Run 1, M4 wires:
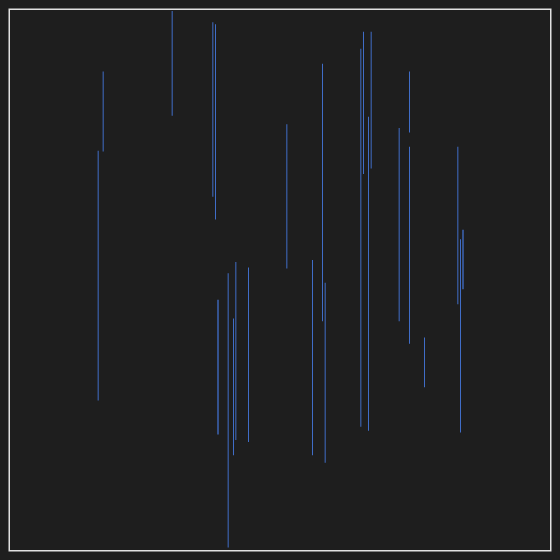
Run 1, signal wires on met3:
Bar = 50 um.
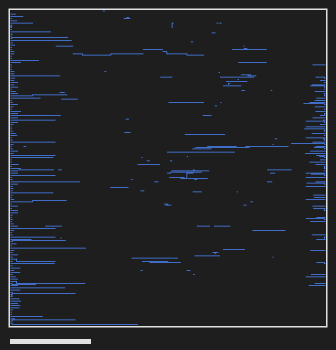
Run 1, M1 wires:
Cells faint in the background.
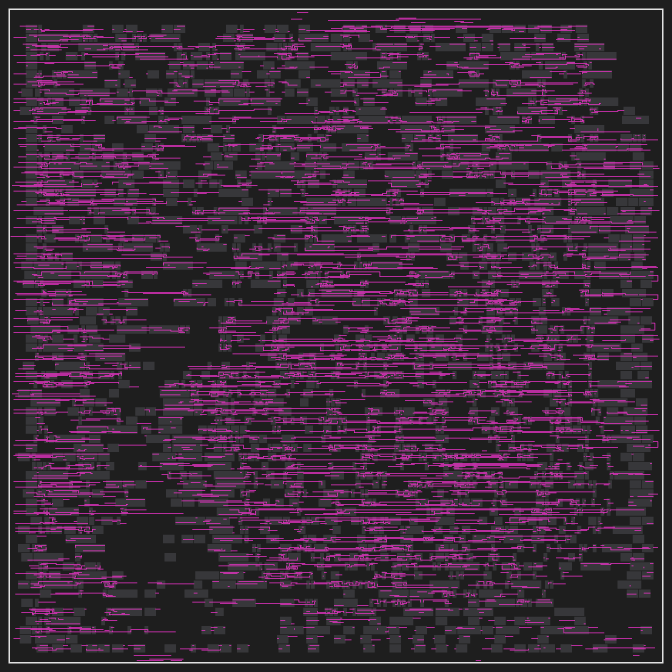
[config.mk]
export PLATFORM = sky130hd
export DESIGN_NAME = mul_cell_arbiter
export DESIGN_NICKNAME = d
export VERILOG_FILES = /design/src/rtl/mul_cell_arbiter.sv
export SDC_FILE = /design/constraint.sdc
export NUM_CORES = 1
export LEC_CHECK = 0
export ABC_AREA = 1
export CAP_MARGIN = 30
export CELL_PAD_IN_SITES_DETAIL_PLACEMENT = 0
export CELL_PAD_IN_SITES_GLOBAL_PLACEMENT = 1
export CORE_MARGIN = 2
export CORE_UTILIZATION = 30
export CTS_BUF_LIST = sky130_fd_sc_hd__clkbuf_4 sky130_fd_sc_hd__clkbuf_8
export CTS_CLUSTER_SIZE = 40
export DETAILED_ROUTE_END_ITERATION = 8
export MAX_ROUTING_LAYER = met4
export PLACE_DENSITY_LB_ADDON = 0.1
export SETUP_SLACK_MARGIN = 0.5
export SYNTH_ARGS = -nofsm -noshare
export SYNTH_HDL_FRONTEND = slang
export SYNTH_SLANG_ARGS = --single-unit
export TNS_END_PERCENT = 20
[constraint.sdc]
create_clock -name clk -period 3.55 [get_ports clk]
set_input_delay 0.71 -clock clk [delete_from_list [all_inputs] [get_ports clk]]
set_output_delay 0.71 -clock clk [all_outputs]
set_load 0.01 [all_outputs]
[src/rtl/mul_cell_arbiter.sv]
// Two-requester round-robin front end for a shared 32x32 partial-product multiply cell.
// Define MUL_CELL_ARBITER_STATS_EN to add saturating per-requester grant counters.
module mul_cell_arbiter #(
   parameter int RR_INIT = 0
) (
   input  logic        clk,
   input  logic        reset_n,
   input  logic        req0_valid,
   output logic        req0_ready,
   input  logic [31:0] req0_src1,
   input  logic [31:0] req0_src2,
   input  logic [1:0]  req0_op,
   input  logic        req1_valid,
   output logic        req1_ready,
   input  logic [31:0] req1_src1,
   input  logic [31:0] req1_src2,
   input  logic [1:0]  req1_op,
   output logic        resp0_valid,
   input  logic        resp0_ready,
   output logic [31:0] resp0_data,
   output logic        resp1_valid,
   input  logic        resp1_ready,
   output logic [31:0] resp1_data,
   output logic [31:0] cell_src1,
   output logic [31:0] cell_src2,
   output logic        cell_src1_signed,
   output logic        cell_src2_signed,
   output logic        cell_en,
   input  logic [31:0] cell_p1,
   input  logic [31:0] cell_p2,
   input  logic [31:0] cell_p3,
   input  logic [31:0] cell_p4
`ifdef MUL_CELL_ARBITER_STATS_EN
   ,
   output logic [15:0] grant_cnt0,
   output logic [15:0] grant_cnt1
`endif
);

   typedef enum logic [1:0] {IDLE, ISSUE, COMBINE, RESP} state_t;

   state_t      state;
   logic        last;
   logic        id;
   logic [1:0]  op_q;
   logic        grant;
   logic        accept;
   logic [1:0]  sel_op;
   logic [63:0] p2_ext;
   logic [63:0] p3_ext;
   logic [63:0] prod;
   logic [31:0] result;

   // With both valid, the requester not granted last wins.
   always_comb begin
      grant = 1'b0;
      if (req0_valid && req1_valid) grant = ~last;
      else                          grant = req1_valid;
   end

   assign req0_ready = (state == IDLE) && (req0_valid || req1_valid) && !grant;
   assign req1_ready = (state == IDLE) && (req0_valid || req1_valid) &&  grant;
   assign accept     = req0_ready || req1_ready;
   assign sel_op     = grant ? req1_op : req0_op;

   // Middle partial products carry the sign of whichever high half fed them.
   always_comb begin
      p2_ext = cell_src2_signed ? {{32{cell_p2[31]}}, cell_p2} : {32'd0, cell_p2};
      p3_ext = cell_src1_signed ? {{32{cell_p3[31]}}, cell_p3} : {32'd0, cell_p3};
      prod   = {32'd0, cell_p1} + (p2_ext << 16) + (p3_ext << 16) + {cell_p4, 32'd0};
      result = (op_q == 2'd0) ? prod[31:0] : prod[63:32];
   end

   always_ff @(posedge clk or negedge reset_n) begin
      if (!reset_n) begin
         state            <= IDLE;
         last             <= (RR_INIT == 0);
         id               <= 1'b0;
         op_q             <= 2'd0;
         cell_en          <= 1'b0;
         cell_src1        <= 32'd0;
         cell_src2        <= 32'd0;
         cell_src1_signed <= 1'b0;
         cell_src2_signed <= 1'b0;
         resp0_valid      <= 1'b0;
         resp1_valid      <= 1'b0;
         resp0_data       <= 32'd0;
         resp1_data       <= 32'd0;
      end else begin
         case (state)
            IDLE: begin
               if (accept) begin
                  id               <= grant;
                  op_q             <= sel_op;
                  cell_src1        <= grant ? req1_src1 : req0_src1;
                  cell_src2        <= grant ? req1_src2 : req0_src2;
                  cell_src1_signed <= (sel_op == 2'd1) || (sel_op == 2'd2);
                  cell_src2_signed <= (sel_op == 2'd1);
                  cell_en          <= 1'b1;
                  state            <= ISSUE;
               end
            end
            ISSUE: begin
               cell_en <= 1'b0;
               state   <= COMBINE;
            end
            COMBINE: begin
               if (id) begin
                  resp1_data  <= result;
                  resp1_valid <= 1'b1;
               end else begin
                  resp0_data  <= result;
                  resp0_valid <= 1'b1;
               end
               state <= RESP;
            end
            RESP: begin
               if (id ? resp1_ready : resp0_ready) begin
                  resp0_valid <= 1'b0;
                  resp1_valid <= 1'b0;
                  last        <= id;
                  state       <= IDLE;
               end
            end
            default: state <= IDLE;
         endcase
      end
   end

`ifdef MUL_CELL_ARBITER_STATS_EN
   always_ff @(posedge clk or negedge reset_n) begin
      if (!reset_n) begin
         grant_cnt0 <= 16'd0;
         grant_cnt1 <= 16'd0;
      end else begin
         if (req0_ready && grant_cnt0 != 16'hFFFF) grant_cnt0 <= grant_cnt0 + 16'd1;
         if (req1_ready && grant_cnt1 != 16'hFFFF) grant_cnt1 <= grant_cnt1 + 16'd1;
      end
   end
`endif

endmodule
==> results.ini, run 1 <==
[run_status]
outcome=finished, final reports clean

[layout]
finish.instance_area_mm2=0.0180
post_layout_nonfiller_instances=2620
layout.area.comb_mm2=0.00760
utilization_pct=50.6
comb-cell-share_pct=42.1
drive_gt1_share_pct=19.8
register_area_mm2=0.00348
final_layout_top_logic_cells=680 x sky130_fd_sc_hd__nand2_1, 385 x sky130_fd_sc_hd__clkdlybuf4s50_1, 186 x sky130_fd_sc_hd__inv_1
final_layout_fill_cell_count=3573
layout_top_cell_excl_fill_tap=sky130_fd_sc_hd__nand2_1
final-nonclk-buf-share_pct=28.8
nMultiInputCombCells=1228
layout.sequential_cells=139
layout.non_clock_inverters=213

[yosys]
seq_area_frac_synth_pct=31.9
ys_top_cells_by_area=sky130_fd_sc_hd__dfrtp_1 32%, sky130_fd_sc_hd__nand2_1 26%, sky130_fd_sc_hd__fa_1 8.8%, sky130_fd_sc_hd__inv_1 6.8%, sky130_fd_sc_hd__nand3_1 6.0%
syn-mean-instance-area_um2=6.74
yosys.cell_count.top_type=sky130_fd_sc_hd__nand2_1
synth.lib_cells_used.distinct=36
post_synth_most_frequent_cells=746 x sky130_fd_sc_hd__nand2_1, 199 x sky130_fd_sc_hd__inv_1, 138 x sky130_fd_sc_hd__dfrtp_1
gate_count_post_synth=1619
number_of_synthesized_flops_with_an_enable_pin=0
synth-async-reset-ratio_pct=100
postSynthRegisterBits=139
dominantRegCellSynth=sky130_fd_sc_hd__dfrtp_1
top_area_share_pct=31.7
synth_warnings=0
synth.net_count=1984

[placement]
dp.cells=2578
portBuffers=400
dpl_worst_slack_ns=-0.294
post-dp-hpwl_um=36800
post_place_cell_area_mm2=0.0166

[timing]
worst_slack_ns=0.569
maxSlewViolCount=0
fin_hold_ws_ns=0.161
fmax_mhz=335
hold_viol_final=0
final.period_utilization_pct=84.0
timing.slew.headroom_pct=48.2
final.setup_skew_ns=0.0124
grt_setup_unrepaired=true
fin_setup_tns_ns=0

[pwr]
p_clk_mw=1.33
design_power_total_mw=13.0
power.share.clock_pct=10.2
pwr-share-seq_pct=22.1
power.net_switching_mw=5.92
power.density_mw_per_mm2=718
net_sw_share_pct=45.7
p_int_mw=7.04

[setup_path]
cp.arrival_ns=2.27
worstRegToRegCells=19
worstSetupStartpointType=input pin
timing.critical_path.to_type=output pin
critical-path-top-delay-family=buffers and inverters
critical_path.n_buffers_inverters=3
worst-endpoint-required_ns=2.84
timing.critical_path.from=req0_valid
timing.critical_path.cells=clkdlybuf4s50_1 > nand2_1 > nand2_1 > inv_1 > nor2_4 > clkdlybuf4s50_1
critical-path-slowest-cell=sky130_fd_sc_hd__clkdlybuf4s50_1
crit-reg2reg-capture=resp1_data[29]$_DFFE_PN0P_
ff2ff_setup_slack_ns=0.57

[floorplanning]
die-area_mm2=0.0379
die_x_um=195
core_area_mm2=0.0357
die_height_um=195
placementRows=69
io_pins=401
floorplan.core_util_pct=30.6
num_tap_cells=461

[detailed_routing]
drt.antenna.violating_nets=0
routedLengthMet1_um=18900
wire_per_inst_um=17.4
top_routing_layer_used=met4
drtIter0Drc=571

[cts]
skew_pair_late_insertion_delay_ns=0.48
clk_pin_slew_ns=0.09
clock-root-buffer=sky130_fd_sc_hd__clkbuf_8
cts_tree=built
htree_num_levels=4

[grt]
number_of_global_route_vias_before_repair=12300
global_route.overflow_total=0
grt.total_usage_pct=24.6
grt_antenna_before_repair=0

[hold_path]
min_delay_worst_type=input pin to asynchronous set/reset pin

[flow_run]
maxCapViolCount=0
warning_count=32

Back to the opening pictures, 'M4 wires':
longest straight run: 136 um
nets with wire on the layer: 21
detailed-route via count: 11900
total length of routed wires: 45500 um

Back to the opening pictures, 'signal wires on met3':
longest straight run: 77.3 um
main direction: horizontal
met3 usage: 4.96%

Back to the opening pictures, 'M1 wires':
main direction: horizontal
wire length on this layer: 18900 um
global routing usage on met1: 28.4%

run 1: cells by family (layout without fill, tap and decap cells):
| logic type | after synthesis | in the layout | synth area share [%] |
|---|---|---|---|
| buffers and inverters | 252 | 792 | 8.79 |
| muxes | 2 | 2 | 0.184 |
| and+or+nand+nor | 1017 | 1017 | 38.5 |
| xor gates and xnor gates | 12 | 12 | 0.964 |
| DFF | 139 | 139 | 31.9 |
| AOI/OAI and AO/OA | 98 | 98 | 5.01 |
| adders and majority gates | 99 | 99 | 14.7 |
run 1: layer usage:
layer	track usage (%)	up-vias
li1	-	6025
met1	28.4	5518
met2	42.7	340
met3	4.96	55
met4	8.38	0
met5	-	-
run 1: repair_timing:
item	4_1_cts	5_1_grt
resized	44	174
pin swaps	11	77
gates cloned	0	1
hold buffers	0	0
endpoints found under the setup margin	54	65
setup buffers	2	7
--- run 2 (diff from run 1) ---
Clock period 3.55 ns to 3 ns, I/O delays scaled along.
==> results.ini, run 2 <==
[run_status]
outcome=finished, final reports clean

[yosys]
synth.lib_cells_used.distinct=36
post_synth_most_frequent_cells=746 x sky130_fd_sc_hd__nand2_1, 199 x sky130_fd_sc_hd__inv_1, 138 x sky130_fd_sc_hd__dfrtp_1
number_of_synthesized_flops_with_an_enable_pin=0
synth_warnings=0
yosys.cell_count.top_type=sky130_fd_sc_hd__nand2_1
seq_area_frac_synth_pct=31.9
synth.net_count=1984
gate_count_post_synth=1619
dominantRegCellSynth=sky130_fd_sc_hd__dfrtp_1
syn-mean-instance-area_um2=6.74
ys_top_cells_by_area=sky130_fd_sc_hd__dfrtp_1 32%, sky130_fd_sc_hd__nand2_1 26%, sky130_fd_sc_hd__fa_1 8.8%, sky130_fd_sc_hd__inv_1 6.8%, sky130_fd_sc_hd__nand3_1 6.0%
synth-async-reset-ratio_pct=100

[layout]
final_layout_fill_cell_count=3487
layout.area.comb_mm2=0.00796
layout_top_cell_excl_fill_tap=sky130_fd_sc_hd__nand2_1
comb-cell-share_pct=41.7
post_layout_nonfiller_instances=2682
final-nonclk-buf-share_pct=30.5
nMultiInputCombCells=1228
finish.instance_area_mm2=0.0191
register_area_mm2=0.00348
drive_gt1_share_pct=25.6
utilization_pct=53.5
final_layout_top_logic_cells=643 x sky130_fd_sc_hd__nand2_1, 342 x sky130_fd_sc_hd__clkdlybuf4s50_1, 192 x sky130_fd_sc_hd__buf_4

[pwr]
design_power_total_mw=16.0
power.density_mw_per_mm2=840

[grt]
grt.total_usage_pct=24.6
global_route.overflow_total=0
grt_antenna_before_repair=2

[placement]
post_place_cell_area_mm2=0.0169
portBuffers=400
post-dp-hpwl_um=36400
dp.cells=2614
dpl_worst_slack_ns=-0.798

[timing]
grt_setup_unrepaired=true
fin_setup_tns_ns=0
worst_slack_ns=0.0701
final.period_utilization_pct=97.7
timing.slew.headroom_pct=52.3
fmax_mhz=341
maxSlewViolCount=0
fin_hold_ws_ns=0.105

[detailed_routing]
wire_per_inst_um=16.9
drtIter0Drc=488
drt.antenna.violating_nets=0

[setup_path]
crit-reg2reg-capture=resp1_data[28]$_DFFE_PN0P_
ff2ff_setup_slack_ns=0.07
timing.critical_path.from=cell_src2_signed$_DFFE_PN0P_
worst-endpoint-required_ns=3.36
timing.critical_path.cells=nand2_8 > clkinvlp_4 > buf_12 > fa_1 > ha_4 > nand2_2 > inv_2 > buf_4 > nand2_4 > nor2_4 > buf_4 > a21oi_2 > nand4_1 > nand3_2 > nand2_2 > nand2_1 > nand2_1
cp.arrival_ns=3.29
worstSetupStartpointType=flip-flop
timing.critical_path.to_type=flip-flop
critical-path-slowest-cell=sky130_fd_sc_hd__fa_1

[cts]
clock-root-buffer=sky130_fd_sc_hd__clkbuf_8
cts_tree=built
htree_num_levels=4
cts_resized=89
clk_pin_slew_ns=0.09
skew_pair_late_insertion_delay_ns=0.47
post_cts_buffers=16

[floorplanning]
die-area_mm2=0.0379
placementRows=69
die_height_um=195
io_pins=401
num_tap_cells=461
floorplan.core_util_pct=30.6
die_x_um=195

[flow_run]
maxCapViolCount=0
warning_count=32

-- run 2: cell counts after synthesis --
Identical to the previous run, type by type.
-- run 2: power breakdown --
group	switching (mW)	leakage, nW	internal, mW	total, mW
clock	0.793	0.199	0.845	1.64
sequential	0.574	1.69	2.82	3.39
combinational	5.82	7.74	5.17	11.0
-- run 2: layer usage --
metal  GRT usage, %  part of all wire [%]
met5              -                     0
met3           4.62                   4.7
met2           42.4                    51
met4           8.55                   3.3
met1           28.6                    41
-- run 2: kinds of logic after synthesis --
| group | synth area share (%) |
|---|---|
| compound gates | 5.01 |
| xor+xnor | 0.964 |
| fa+ha+maj | 14.7 |
| buf+inv | 8.79 |
| flops | 31.9 |
| mux | 0.184 |
| simple gates | 38.5 |
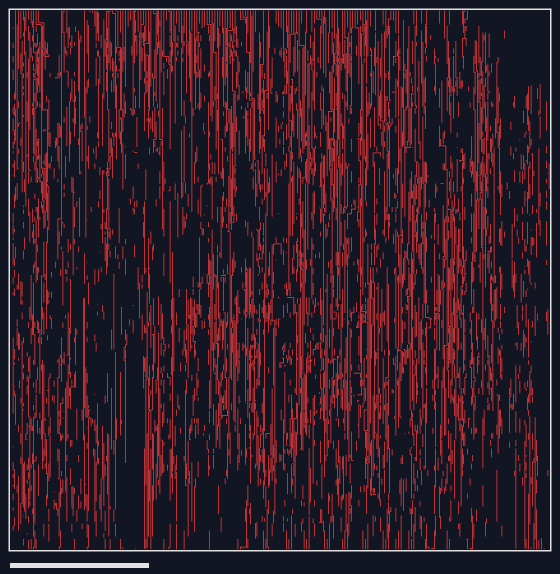
Run 2: metal 2
Bar = 50 um.
share of all routed wire: 51%
wire length on this layer: 22.9 mm
detailed-route via count: 12300
Global Route met2 Usage: 42.4%
total length of routed wires: 45300 um

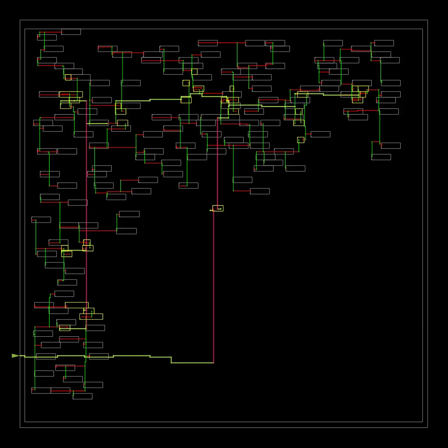
Run 2: the clock network
clock buffers created by TritonCTS: 17
number of clock buffers in the layout: 19
clock tree skew after final layout: 0.0151 ns

Power is estimated from default activity; no workload was simulated.
